`src/rtl/adder_operand_sequencer_if.sv`:
```
// Operand/result bus between the sequencer, its producer/consumer and the external 4-bit adder.
interface adder_operand_sequencer_if;
  logic [3:0] din;
  logic       din_valid;
  logic       din_ready;
  logic       cin_in;
  logic       acc_mode;
  logic [3:0] add_a;
  logic [3:0] add_b;
  logic       add_cin;
  logic [4:0] add_sum;
  logic [4:0] result;
  logic       result_valid;
  logic       result_ready;
  logic [3:0] carry_count;
  logic       busy;

  modport slave (
    input  din, din_valid, cin_in, acc_mode, add_sum, result_ready,
    output din_ready, add_a, add_b, add_cin, result, result_valid, carry_count, busy
  );

  modport master (
    output din, din_valid, cin_in, acc_mode, add_sum, result_ready,
    input  din_ready, add_a, add_b, add_cin, result, result_valid, carry_count, busy
  );
endinterface

```
`src/rtl/adder_operand_sequencer.sv`:
```
// Collects A/B nibbles, captures the external adder's sum one cycle after B, holds it until consumed.
// No beats are accepted while adding or while a result is held; acc_mode chains the sum into A.
module adder_operand_sequencer (
  input  logic                             clk,
  input  logic                             reset,
  adder_operand_sequencer_if.slave         bus
);
  typedef enum logic [1:0] {GET_A, GET_B, ADD, HOLD} state_t;

  state_t     r_state;
  logic [3:0] r_a;
  logic [3:0] r_b;
  logic       r_cin;
  logic [4:0] r_result;
  logic       r_result_valid;
  logic [3:0] r_carry_count;

  logic       w_din_ready;
  logic       w_accept;

  assign w_din_ready = (r_state == GET_A) || (r_state == GET_B);
  assign w_accept    = bus.din_valid && w_din_ready;

  always_ff @(posedge clk or posedge reset) begin
    if (reset) begin
      r_state        <= GET_A;
      r_a            <= 4'd0;
      r_b            <= 4'd0;
      r_cin          <= 1'b0;
      r_result       <= 5'd0;
      r_result_valid <= 1'b0;
      r_carry_count  <= 4'd0;
    end else begin
      case (r_state)
        GET_A: begin
          if (w_accept) begin
            r_a     <= bus.din;
            r_state <= GET_B;
          end
        end
        GET_B: begin
          if (w_accept) begin
            r_b     <= bus.din;
            r_cin   <= bus.cin_in;
            r_state <= ADD;
          end
        end
        ADD: begin
          // Only edge at which the external adder output is trusted.
          r_result       <= bus.add_sum;
          r_result_valid <= 1'b1;
          if (bus.add_sum[4] && (r_carry_count != 4'd15))
            r_carry_count <= r_carry_count + 4'd1;
          r_state <= HOLD;
        end
        HOLD: begin
          if (bus.result_ready) begin
            r_result_valid <= 1'b0;
            if (bus.acc_mode) begin
              r_a     <= r_result[3:0];
              r_state <= GET_B;
            end else begin
              r_state <= GET_A;
            end
          end
        end
        default: r_state <= GET_A;
      endcase
    end
  end

  assign bus.din_ready    = w_din_ready;
  assign bus.busy         = (r_state != GET_A);
  assign bus.add_a        = r_a;
  assign bus.add_b        = r_b;
  assign bus.add_cin      = r_cin;
  assign bus.result       = r_result;
  assign bus.result_valid = r_result_valid;
  assign bus.carry_count  = r_carry_count;
endmodule

```
`src/flat_wrapper.sv`:
```
// flat-port wrapper written by rule: the top's interface ports become plain ports
module adder_operand_sequencer_flat 
  (clk, reset, bus_din, bus_din_valid, bus_cin_in, bus_acc_mode, bus_add_sum, bus_result_ready, bus_din_ready, bus_add_a, bus_add_b, bus_add_cin, bus_result, bus_result_valid, bus_carry_count, bus_busy);
  adder_operand_sequencer_if bus_i ();
  input  logic clk;
  input  logic reset;
  input wire logic [$bits(bus_i.din)-1:0] bus_din;
  input wire logic [$bits(bus_i.din_valid)-1:0] bus_din_valid;
  input wire logic [$bits(bus_i.cin_in)-1:0] bus_cin_in;
  input wire logic [$bits(bus_i.acc_mode)-1:0] bus_acc_mode;
  input wire logic [$bits(bus_i.add_sum)-1:0] bus_add_sum;
  input wire logic [$bits(bus_i.result_ready)-1:0] bus_result_ready;
  output wire logic [$bits(bus_i.din_ready)-1:0] bus_din_ready;
  output wire logic [$bits(bus_i.add_a)-1:0] bus_add_a;
  output wire logic [$bits(bus_i.add_b)-1:0] bus_add_b;
  output wire logic [$bits(bus_i.add_cin)-1:0] bus_add_cin;
  output wire logic [$bits(bus_i.result)-1:0] bus_result;
  output wire logic [$bits(bus_i.result_valid)-1:0] bus_result_valid;
  output wire logic [$bits(bus_i.carry_count)-1:0] bus_carry_count;
  output wire logic [$bits(bus_i.busy)-1:0] bus_busy;
  assign bus_i.din = bus_din;
  assign bus_i.din_valid = bus_din_valid;
  assign bus_i.cin_in = bus_cin_in;
  assign bus_i.acc_mode = bus_acc_mode;
  assign bus_i.add_sum = bus_add_sum;
  assign bus_i.result_ready = bus_result_ready;
  assign bus_din_ready = bus_i.din_ready;
  assign bus_add_a = bus_i.add_a;
  assign bus_add_b = bus_i.add_b;
  assign bus_add_cin = bus_i.add_cin;
  assign bus_result = bus_i.result;
  assign bus_result_valid = bus_i.result_valid;
  assign bus_carry_count = bus_i.carry_count;
  assign bus_busy = bus_i.busy;
  adder_operand_sequencer u_core (.clk(clk), .reset(reset), .bus(bus_i));
endmodule
```
`config.mk`:
```
export PLATFORM = sky130hd
export DESIGN_NAME = adder_operand_sequencer_flat
export DESIGN_NICKNAME = d
export VERILOG_FILES = /design/src/rtl/adder_operand_sequencer_if.sv /design/src/rtl/adder_operand_sequencer.sv /design/src/flat_wrapper.sv
export SDC_FILE = /design/constraint.sdc
export NUM_CORES = 1
export LEC_CHECK = 0
export ABC_AREA = 1
export CAP_MARGIN = 20
export CORE_ASPECT_RATIO = 1.5
export CORE_UTILIZATION = 42
export CTS_BUF_LIST = sky130_fd_sc_hd__clkbuf_4 sky130_fd_sc_hd__clkbuf_8
export CTS_CLUSTER_DIAMETER = 30
export DETAILED_ROUTE_END_ITERATION = 12
export PLACE_DENSITY = 0.77
export SLEW_MARGIN = 20
export SYNTH_ARGS = -nofsm -noshare
export SYNTH_HDL_FRONTEND = slang
export SYNTH_SLANG_ARGS = --single-unit
```
`constraint.sdc`:
```
create_clock -name clk -period 1.24 [get_ports clk]
set_input_delay 0.248 -clock clk [delete_from_list [all_inputs] [get_ports clk]]
set_output_delay 0.248 -clock clk [all_outputs]
set_load 0.01 [all_outputs]
```
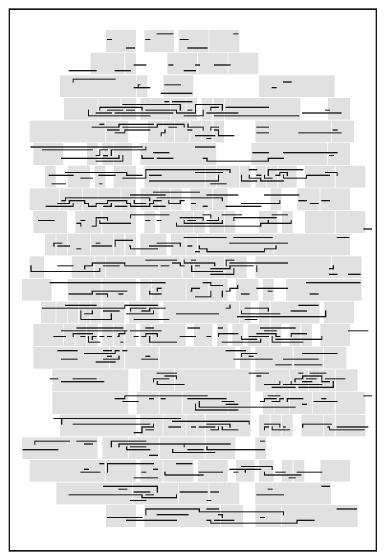
*Signal wires on met1, run 1*
- nets with wire on the layer: 190
- main direction: horizontal
- wire length on this layer: 1100 um
- share of all routed wire: 37%
- longest straight run: 15.2 um

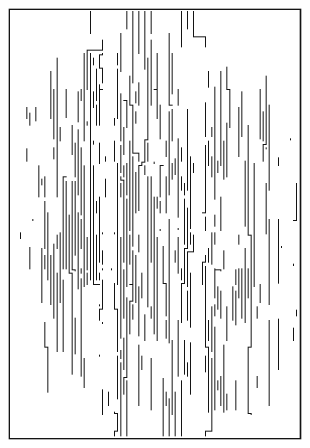
*Metal 2, run 1*
- wire length on this layer: 1650 um
- longest straight run: 34.3 um
- nets with wire on the layer: 191
- main direction: vertical
- share of all routed wire: 55%

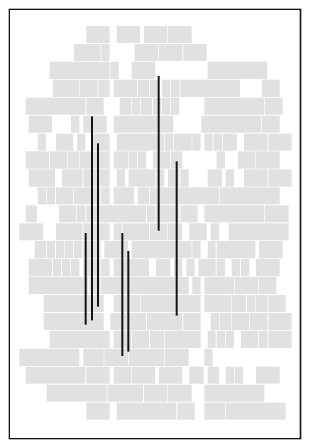
*Signal wires on met4, run 1*
- longest straight run: 30.6 um
- main direction: vertical
- share of all routed wire: 4.9%
- wire length on this layer: 148 um

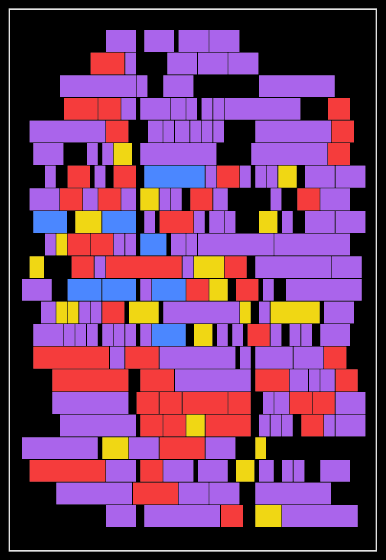
*Cell sizes after repair, run 1*
- yellow: drive 2 (cells 20; share 10%)
- purple: drive 1 or less (cells 126; share 63%)
- blue: drive 6 and up (cells 8; share 4.0%)
- red: drive 3 to 4 (cells 46; share 23%)

==> results.md, run 1 <==
| Quantity | Reported | Unit |
| --- | --- | --- |
| Top logic family | simple AND/OR/NAND/NOR gates | - |
| Cell area after placement | 0.00160 | mm^2 |
| Number of nets in the layout | 221 | - |
| Yosys Instances | 130 | - |
| Failing checks | design-rule violations, negative setup slack | - |
| Unrepaired setup endpoints after global routing | true | - |
| EDFF count, synth | 0 | - |
| #FFs+latches synth | 21 | - |
| Endpoint kind of the worst setup timing path | primary output | - |
| Relative slew slack | 81.7 | % |
| Top area cell types | dfrtp_1, nand2_1, nand3_1 | - |
| DP Cell Count | 203 | - |
| Most common flop cell mapped by yosys | dfrtp_1 | - |
| Routed metal-1 wire length | 1100 | um |
| Final setup margin | -0.301 | ns |
| First-pass GRT wire length | 4680 | um |
| Slowest cell on the critical path | dfrtp_1 | - |
| Multi-input combinational cell count | 91 | - |
| Final routed DRC violation total | 2 | - |
| Diode insertion count for antenna repair | 0 | - |
| Site Rows | 22 | - |
| Critical path launch point type | flop | - |
| Highest routing layer actually used | met4 | - |
| Launch instance of the worst register-to-register path | u_core.r_state[0]$_DFFE_PP0P_ | - |
| Number of levels in the clock H-tree | 1 | - |
| Global router's overall resource usage | 22.7 | % |
| Status | finished, violations left | - |
| Largest vdd supply drop | 1750 | uV |
| Setup slack after placement | -0.355 | ns |
| Count of maximum capacitance violations | 0 | - |
| Part of the Yosys area used for sequential elements | 47.4 | % |
| Final Hold Violating Endpoints | 0 | - |
| Layout inverter count without the clock tree | 15 | - |
| Mux cell area share after synthesis | 4.06 | % |
| Remaining global-route overflow | 0 | - |
| Count of hold buffers inserted by post-cts repair | 0 | - |
| Delay of the slowest critical-path stage | 0.43 | ns |
| Post-route minimum period | 1.54 | ns |
| Setup violators final | 17 | - |
| Num ports | 36 | - |
| Non-filler cells in the finished layout | 224 | - |
| Library cell appearing most often on the critical path | buf_6 | - |
| Fraction of synthesized cell area taken by the top area cell type | 47.4 | % |
-- run 1: where the power goes --
group	internal, uW	switching (uW)	total [uW]
Sequential	1020	192	1210
Clock	147	204	352
Combinational	1780	1580	3350
Total	2940	1970	4920
-- run 1: registers in the layout, summed over array words and instances (netlist names) --
register	cells
u_core.bus.add_cin	1
u_core.r_state	2
u_core.bus.result_valid	1
u_core.bus.carry_count	4
u_core.bus.result	5
u_core.bus.add_a	4
u_core.bus.add_b	4
-- run 1: repair_timing --
item	in CTS	in global routing
endpoints found under the setup margin	36	38
resized	55	25
pin swaps	15	4
buffers inserted	12	6
-- run 1: routing by layer --
metal,GRT usage [%],up-vias
met1,20.9,519
met2,42.0,40
met4,15.5,0
li1,-,549
met3,4.74,15
met5,0,-
==> inputs of run 2 (changes only) <==
--- a/config.mk
+++ b/config.mk
@@ -8,11 +8,12 @@
 export ABC_AREA = 1
 export CAP_MARGIN = 20
 export CORE_ASPECT_RATIO = 1.5
-export CORE_UTILIZATION = 42
+export CORE_UTILIZATION = 50
 export CTS_BUF_LIST = sky130_fd_sc_hd__clkbuf_4 sky130_fd_sc_hd__clkbuf_8
 export CTS_CLUSTER_DIAMETER = 30
 export DETAILED_ROUTE_END_ITERATION = 12
-export PLACE_DENSITY = 0.77
+export DONT_BUFFER_PORTS = 1
+export PLACE_DENSITY = 0.68
 export SLEW_MARGIN = 20
 export SYNTH_ARGS = -nofsm -noshare
 export SYNTH_HDL_FRONTEND = slang
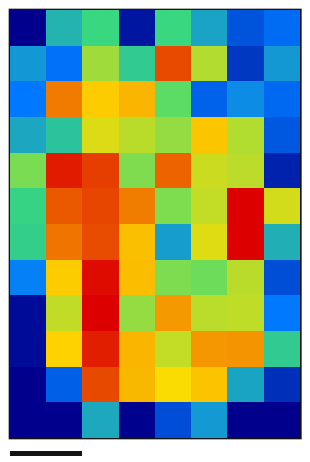
*Placement density heat map, run 2*
The bar under the picture is 10 um long. The die is cut into 8 by 12 equal tiles; dark blue is low, red is high, 0 to 100% covered.
- nearly empty tiles: 7.3%
- fullest tile: 100%
- tiles over 75% full: 30%
- mean over tiles: 53%

==> run 2 against run 1 <==
Against the previous run:
- the run ends with negative setup slack left
- die size fell by 15%
- maximum frequency rose by 7.0%
- design area fell by 31%
- power fell by 27%
- worst hold slack got worse by 0.20 ns
- register-to-register slack improved by 0.17 ns
- global-route usage fell by 3.2 points
- clock power fell by 4%
- area after synthesis did not move
==> results.md, run 2 <==
| Quantity | Reported | Unit |
| --- | --- | --- |
| Layer with the highest usage | met2 | - |
| First-pass GRT wire length | 3240 | um |
| Slowest cell on the critical path | dfrtp_1 | - |
| Setup violators final | 16 | - |
| Final routed DRC violation total | 0 | - |
| Diode insertion count for antenna repair | 0 | - |
| Flip-flop count of the largest register after layout | 5 | - |
| Fraction of synthesized cell area taken by the top area cell type | 47.4 | % |
| Power Internal | 2040 | uW |
| Met3 Resource Use GR | 2.60 | % |
| Final setup margin | -0.201 | ns |
| Failing checks | negative setup slack | - |
| Delay of the slowest critical-path stage | 0.43 | ns |
| Cell area after placement | 0.00116 | mm^2 |
| Met1 track demand over resource in global routing | 23.5 | % |
| Site Rows | 20 | - |
| Yosys Instances | 130 | - |
| Proportion of power drawn by the clock network | 9.4 | % |
| Setup slack after placement | -0.0871 | ns |
| Status | finished, violations left | - |
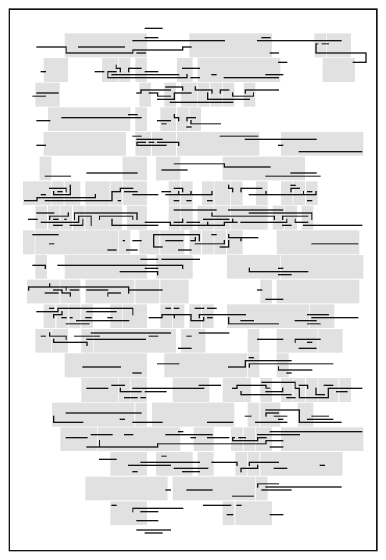
*Signal wires on met1, run 2*
- nets with wire on the layer: 146
- share of all routed wire: 39%

[run 2: cell families (layout without fill, tap and decap cells)]
kind of cell               after synthesis  after routing  share of synthesized area, %
AOI/OAI and AO/OA                        4              4                          2.48
xor gates and xnor gates                 1              1                         0.790
and+or+nand+nor                         77             77                          31.4
buffers and inverters                   18             32                          8.24
adders and majority gates                5              5                          5.64
DFF                                     21             21                          47.4
muxes                                    4              4                          4.06
[run 2: area by class of cell]
class	count	area [um^2]
Clock buffer	4	30.0
Fill cell	182	751
Timing Repair Buffer	13	108
Sequential cell	21	526
Multi-Input combinational cell	91	549
Tap cell	22	27.5
Inverter	15	61.3
Power is estimated from default activity; no workload was simulated.
